### src/rtl/cu_multicycle.sv
// Multicycle control unit: fetches one instruction at a time, sequences decode,
// execute, memory and write-back, and owns the small register file.
module cu_multicycle #(
    parameter int DATA_WIDTH    = 8,
    parameter int REG_ADDR_BITS = 2,
    parameter int MEM_TIMEOUT   = 16,
    localparam int INSTR_WIDTH  = 6 + 3 * REG_ADDR_BITS + DATA_WIDTH
) (
    input  logic                     clk,
    input  logic                     rst,
    input  logic [INSTR_WIDTH-1:0]   instr,
    input  logic                     instr_valid,
    output logic                     instr_ready,
    input  logic [DATA_WIDTH-1:0]    result2,
    input  logic                     mem_ack,
    output logic [DATA_WIDTH-1:0]    operand1,
    output logic [DATA_WIDTH-1:0]    operand2,
    output logic [DATA_WIDTH-1:0]    offset,
    output logic [3:0]               opcode,
    output logic                     sel1,
    output logic                     sel3,
    output logic                     w_r,
    output logic                     mem_req,
    output logic                     busy,
    output logic                     done,
    output logic                     err,
    input  logic [REG_ADDR_BITS-1:0] dbg_addr,
    output logic [DATA_WIDTH-1:0]    dbg_data
);

    localparam int NUM_REGS = 2 ** REG_ADDR_BITS;
    localparam int CNT_W    = (MEM_TIMEOUT > 1) ? $clog2(MEM_TIMEOUT + 1) : 1;

    localparam logic [1:0] CLS_NOP   = 2'b00;
    localparam logic [1:0] CLS_STD   = 2'b01;
    localparam logic [1:0] CLS_LOAD  = 2'b10;
    localparam logic [1:0] CLS_STORE = 2'b11;

    typedef enum logic [2:0] {
        IDLE       = 3'd0,
        DECODE     = 3'd1,
        EXECUTE    = 3'd2,
        MEM_ACCESS = 3'd3,
        WRITE_BACK = 3'd4
    } state_t;

    state_t                   state_reg, state_next;
    logic [INSTR_WIDTH-1:0]   instr_reg;
    logic [CNT_W-1:0]         timer_reg;
    logic                     done_reg, done_next;
    logic                     err_reg, err_next;
    logic                     timeout_hit;
    logic [DATA_WIDTH-1:0]    regs [NUM_REGS];

    // Field slices of the latched instruction (MSB to LSB: class, rd, rs1, rs2, offset, alu_op)
    logic [1:0]               cls_in;
    logic [1:0]               cls_reg;
    logic [REG_ADDR_BITS-1:0] rd_reg, rs1_reg, rs2_reg;
    logic [DATA_WIDTH-1:0]    offset_field;
    logic [3:0]               alu_op_field;

    assign cls_in       = instr[INSTR_WIDTH-1 -: 2];
    assign cls_reg      = instr_reg[INSTR_WIDTH-1 -: 2];
    assign rd_reg       = instr_reg[4 + DATA_WIDTH + 2 * REG_ADDR_BITS +: REG_ADDR_BITS];
    assign rs1_reg      = instr_reg[4 + DATA_WIDTH + REG_ADDR_BITS +: REG_ADDR_BITS];
    assign rs2_reg      = instr_reg[4 + DATA_WIDTH +: REG_ADDR_BITS];
    assign offset_field = instr_reg[4 +: DATA_WIDTH];
    assign alu_op_field = instr_reg[3:0];

    assign timeout_hit = (MEM_TIMEOUT > 0) && (int'(timer_reg) == MEM_TIMEOUT - 1);

    // State register
    always_ff @(posedge clk or negedge rst) begin
        if (!rst) begin
            state_reg <= IDLE;
        end else begin
            state_reg <= state_next;
        end
    end

    // Next-state logic, including the completion/abort strobes
    always_comb begin
        state_next = state_reg;
        done_next  = 1'b0;
        err_next   = 1'b0;
        case (state_reg)
            IDLE: begin
                if (instr_valid && cls_in != CLS_NOP) begin
                    state_next = DECODE;
                end
            end
            DECODE: begin
                state_next = EXECUTE;
            end
            EXECUTE: begin
                state_next = (cls_reg == CLS_STD) ? WRITE_BACK : MEM_ACCESS;
            end
            MEM_ACCESS: begin
                // An acknowledge on the final allowed cycle wins over the timeout.
                if (mem_ack) begin
                    if (cls_reg == CLS_LOAD) begin
                        state_next = WRITE_BACK;
                    end else begin
                        state_next = IDLE;
                        done_next  = 1'b1;
                    end
                end else if (timeout_hit) begin
                    state_next = IDLE;
                    err_next   = 1'b1;
                end
            end
            WRITE_BACK: begin
                state_next = IDLE;
                done_next  = 1'b1;
            end
            default: begin
                state_next = IDLE;
            end
        endcase
    end

    // Output logic decoded from the current state
    always_comb begin
        instr_ready = 1'b0;
        busy        = 1'b1;
        mem_req     = 1'b0;
        w_r         = 1'b0;
        case (state_reg)
            IDLE: begin
                instr_ready = 1'b1;
                busy        = 1'b0;
            end
            MEM_ACCESS: begin
                mem_req = 1'b1;
                w_r     = (cls_reg == CLS_STORE);
            end
            default: begin
            end
        endcase
    end

    always_ff @(posedge clk or negedge rst) begin
        if (!rst) begin
            instr_reg <= '0;
            timer_reg <= '0;
            done_reg  <= 1'b0;
            err_reg   <= 1'b0;
        end else begin
            if (state_reg == IDLE && instr_valid) begin
                instr_reg <= instr;
            end
            if (state_reg == MEM_ACCESS && state_next == MEM_ACCESS) begin
                timer_reg <= timer_reg + 1'b1;
            end else begin
                timer_reg <= '0;
            end
            done_reg <= done_next;
            err_reg  <= err_next;
        end
    end

    assign done = done_reg;
    assign err  = err_reg;

    // Operand outputs are captured once at decode and held until the next real instruction.
    always_ff @(posedge clk or negedge rst) begin
        if (!rst) begin
            operand1 <= '0;
            operand2 <= '0;
            offset   <= '0;
            opcode   <= 4'hF;
            sel1     <= 1'b0;
            sel3     <= 1'b0;
        end else if (state_reg == DECODE) begin
            operand1 <= regs[rs1_reg];
            offset   <= offset_field;
            opcode   <= alu_op_field;
            if (cls_reg == CLS_STD) begin
                operand2 <= regs[rs2_reg];
                sel1     <= 1'b1;
                sel3     <= 1'b0;
            end else begin
                operand2 <= regs[rd_reg];
                sel1     <= 1'b0;
                sel3     <= 1'b1;
            end
        end
    end

    // Register file: each entry resets to its own index; written only when leaving write-back.
    always_ff @(posedge clk or negedge rst) begin
        if (!rst) begin
            for (int i = 0; i < NUM_REGS; i++) begin
                regs[i] <= DATA_WIDTH'(i);
            end
        end else if (state_reg == WRITE_BACK) begin
            regs[rd_reg] <= result2;
        end
    end

    assign dbg_data = regs[dbg_addr];

endmodule
### config.mk
export PLATFORM = sky130hd
export DESIGN_NAME = cu_multicycle
export DESIGN_NICKNAME = d
export VERILOG_FILES = /design/src/rtl/cu_multicycle.sv
export SDC_FILE = /design/constraint.sdc
export NUM_CORES = 1
export LEC_CHECK = 0
export ABC_AREA = 1
export CORE_MARGIN = 2
export CORE_UTILIZATION = 40
export DETAILED_ROUTE_END_ITERATION = 8
export PLACE_DENSITY = 0.6
export SLEW_MARGIN = 20
export SYNTH_ARGS = -nofsm -noshare
export SYNTH_HDL_FRONTEND = slang
export SYNTH_SLANG_ARGS = --single-unit
### constraint.sdc
create_clock -name clk -period 1.6 [get_ports clk]
set_input_delay 0.32 -clock clk [delete_from_list [all_inputs] [get_ports clk]]
set_output_delay 0.32 -clock clk [all_outputs]
set_load 0.01 [all_outputs]
Figure 1. Wires at chosen ports, followed through buffers.
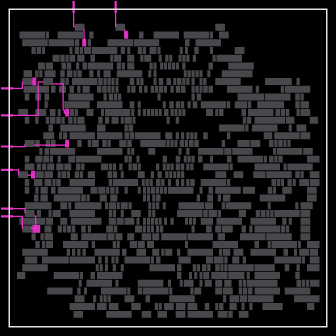
Key: result2 = magenta [bits 8, direction input, edge 6 left, 2 top, end cells 8, buffers 8, wire 107 microns]
IO Port Bufs: 77
Top Ports: 78

Figure 2. Cell placement.
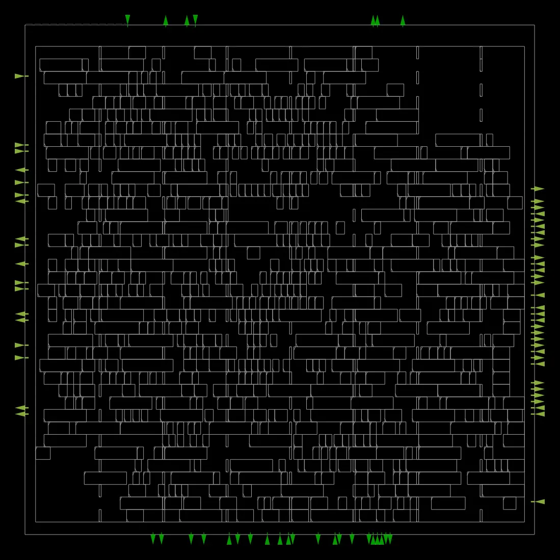
Layout fillers: 1020
Core Util, Final: 0.5772

Figure 3. Cell area per tile.
The die is cut into 11 by 11 equal tiles; black is low, pale yellow is high, 0 to 100% covered.
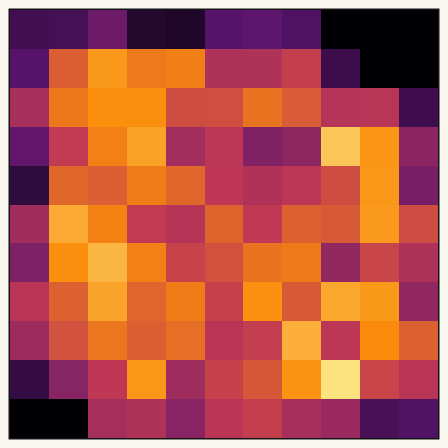
The mean over all tiles is 50%. The fullest tile reaches 94%. 5.8% of the tiles are nearly empty. 16% of the tiles are over 75% full. The emptiest ninth of the die: upper right.
Core ar.: 10980 sq um
fp util: 0.4149

Figure 4. Gate-type map.
The bar under the picture is 20 microns long.
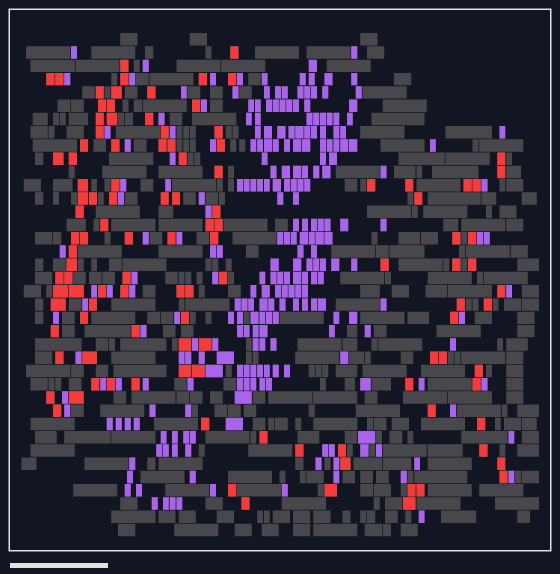
Key: nand cells = purple [cells 255, most used nand2_1]; aoi and oai cells = red [cells 112, most used o21ai_0, where all over the die]
final cell count without fillers: 886
Comb area share: 0.3146

==> changes_impl.md <==
## Implementation

* Combinational power share at 0.500
* Die area at 12260 sq um
* Final antenna-violating net count at 0
* Number of diodes at 0
* Initial antenna violation count at 0
* Slowest Stage Delay on Critical Path at 0.37 ns
* Worst relative slew slack at 0.6963
* Final setup margin at -0.05440 ns
* Post-DP HPWL at around 9.2 mm
* Die X-Extent at 110.7 microns
* Crit-path slowest cell: dfrtp_1
* Ys Warns at 0
* Clk network pwr share at 0.195
* Upper clock frequency limit at 604.5 MHz
* Clock Pin Slew Worst Setup and Hold Paths at 0.07 ns
* Largest net degree at the start of global routing at 46
* First-pass GRT wire length at roughly 22 mm
* CP cell instances: inv_2 -> nor3_4 -> inv_2 -> nor3_2 -> buf_2
* Crit-path most repeated cell: inv_2
* Share of cells above drive strength 1 at 0.1823
* Outcome: complete, but fails checks
* Count of library flops with an enable pin at 0
* Wire length per cell at 14.42 microns
* Met2 global-route usage at 0.3231
* Via count at roughly 4400
* GRT busiest layer: met2
* # nets final at 777
* CTS Buf Count at 9
* Clock Skews at 0.005520 ns
* Final setup viols at 2
* Power per standard cell area at about 2100 nW/um^2
* Violated checks: setup timing
* Final Power at ~13000 uW
* Leak Pwr at around 0.0033 uW
* Syn_nets at 645
* Post-synth seq share at 0.5074
* Ys flops at a little over 90
[path summary, 6_finish.rpt]
| kind | startpoint | to | slack [ns] | cells past startpoint |
|---|---|---|---|---|
| setup / recovery | state_reg[1] | w_r | -0.05 | 5 |
| hold reg to reg | timer_reg[0] | timer_reg[0] | 0.46 | 1 |
| max in group asynchronous | rst | regs[4] | 0.61 | 3 |
| hold / removal | rst | offset[2] | 0.43 | 2 |
| setup reg to reg | state_reg[1] | regs[16] | 0.12 | 5 |
| min in group clk | timer_reg[0] | timer_reg[0] | 0.46 | 1 |
[per-stage QoR]
stage | std cells | setup WS (ns)
5_1_grt | 886 | -0.1113
2_1_floorplan | 609 | 0.08110
3_5_place_dp | 861 | -0.5965
6_report | 886 | -0.05440
4_1_cts | 884 | -0.06279
3_3_place_gp | 861 | -0.5751
[power by group through the flow]
stage	combinational [uW]	clock [uW]	sequential, uW
6_report	6670	2600	4060
3_5_place_dp	6630	0	4070
3_3_place_gp	6520	0	4050
5_1_grt	7550	2730	4180
2_1_floorplan	3310	0	4300
4_1_cts	6590	2650	4050
[cell type report]
| cell class | instances | area [sq um] |
|---|---|---|
| clock inverters | 7 | 138.9 |
| flip-flops and latches | 92 | 2312 |
| repair buffers | 149 | 1314 |
| multi-input cells | 442 | 1994 |
| well taps | 140 | 175.2 |
| clock buffers | 9 | 225.2 |
| fillers | 1020 | 4643 |
| inverters | 47 | 180.2 |
[cells in the final DEF (no fill, tap or decap), types with 8 or more instances in the layout]
| cell type | count |
|---|---|
| nand2_1 | 217 |
| dfrtp_1 | 84 |
| buf_4 | 66 |
| nor2_1 | 64 |
| clkdlybuf4s50_1 | 47 |
| o21ai_0 | 42 |
| inv_1 | 33 |
| nand3_1 | 32 |
| o21ai_1 | 28 |
| a21oi_1 | 24 |
| buf_2 | 12 |
| inv_2 | 10 |
| clkbuf_16 | 9 |
| dlymetal6s2s_1 | 9 |
| dfstp_2 | 8 |
[per-layer routing]
layer	up-vias	part of all wire
li1	2216	-
met1	2055	0.47
met2	148	0.44
met3	15	0.065
met4	0	0.021
met5	-	0
[kinds of logic (layout without fill, tap and decap cells)]
logic type,after synthesis,in the layout,synth area share
buf+inv,75,212,0.06700
flops,92,92,0.5074
fa+ha+maj,2,2,0.005491
simple gates,326,326,0.2880
compound gates,112,112,0.1282
xor+xnor,2,2,0.003845
[what timing repair did]
action / in CTS / in global routing
endpoints found under the hold margin: 20 / 0
hold buffers: 1 / 0
endpoints found under the setup margin: 24 / 25
pin swaps: 3 / 4
resized: 67 / 31
buffers inserted: 6 / 2
No activity file was given, so power comes from the tool's default toggle rates.
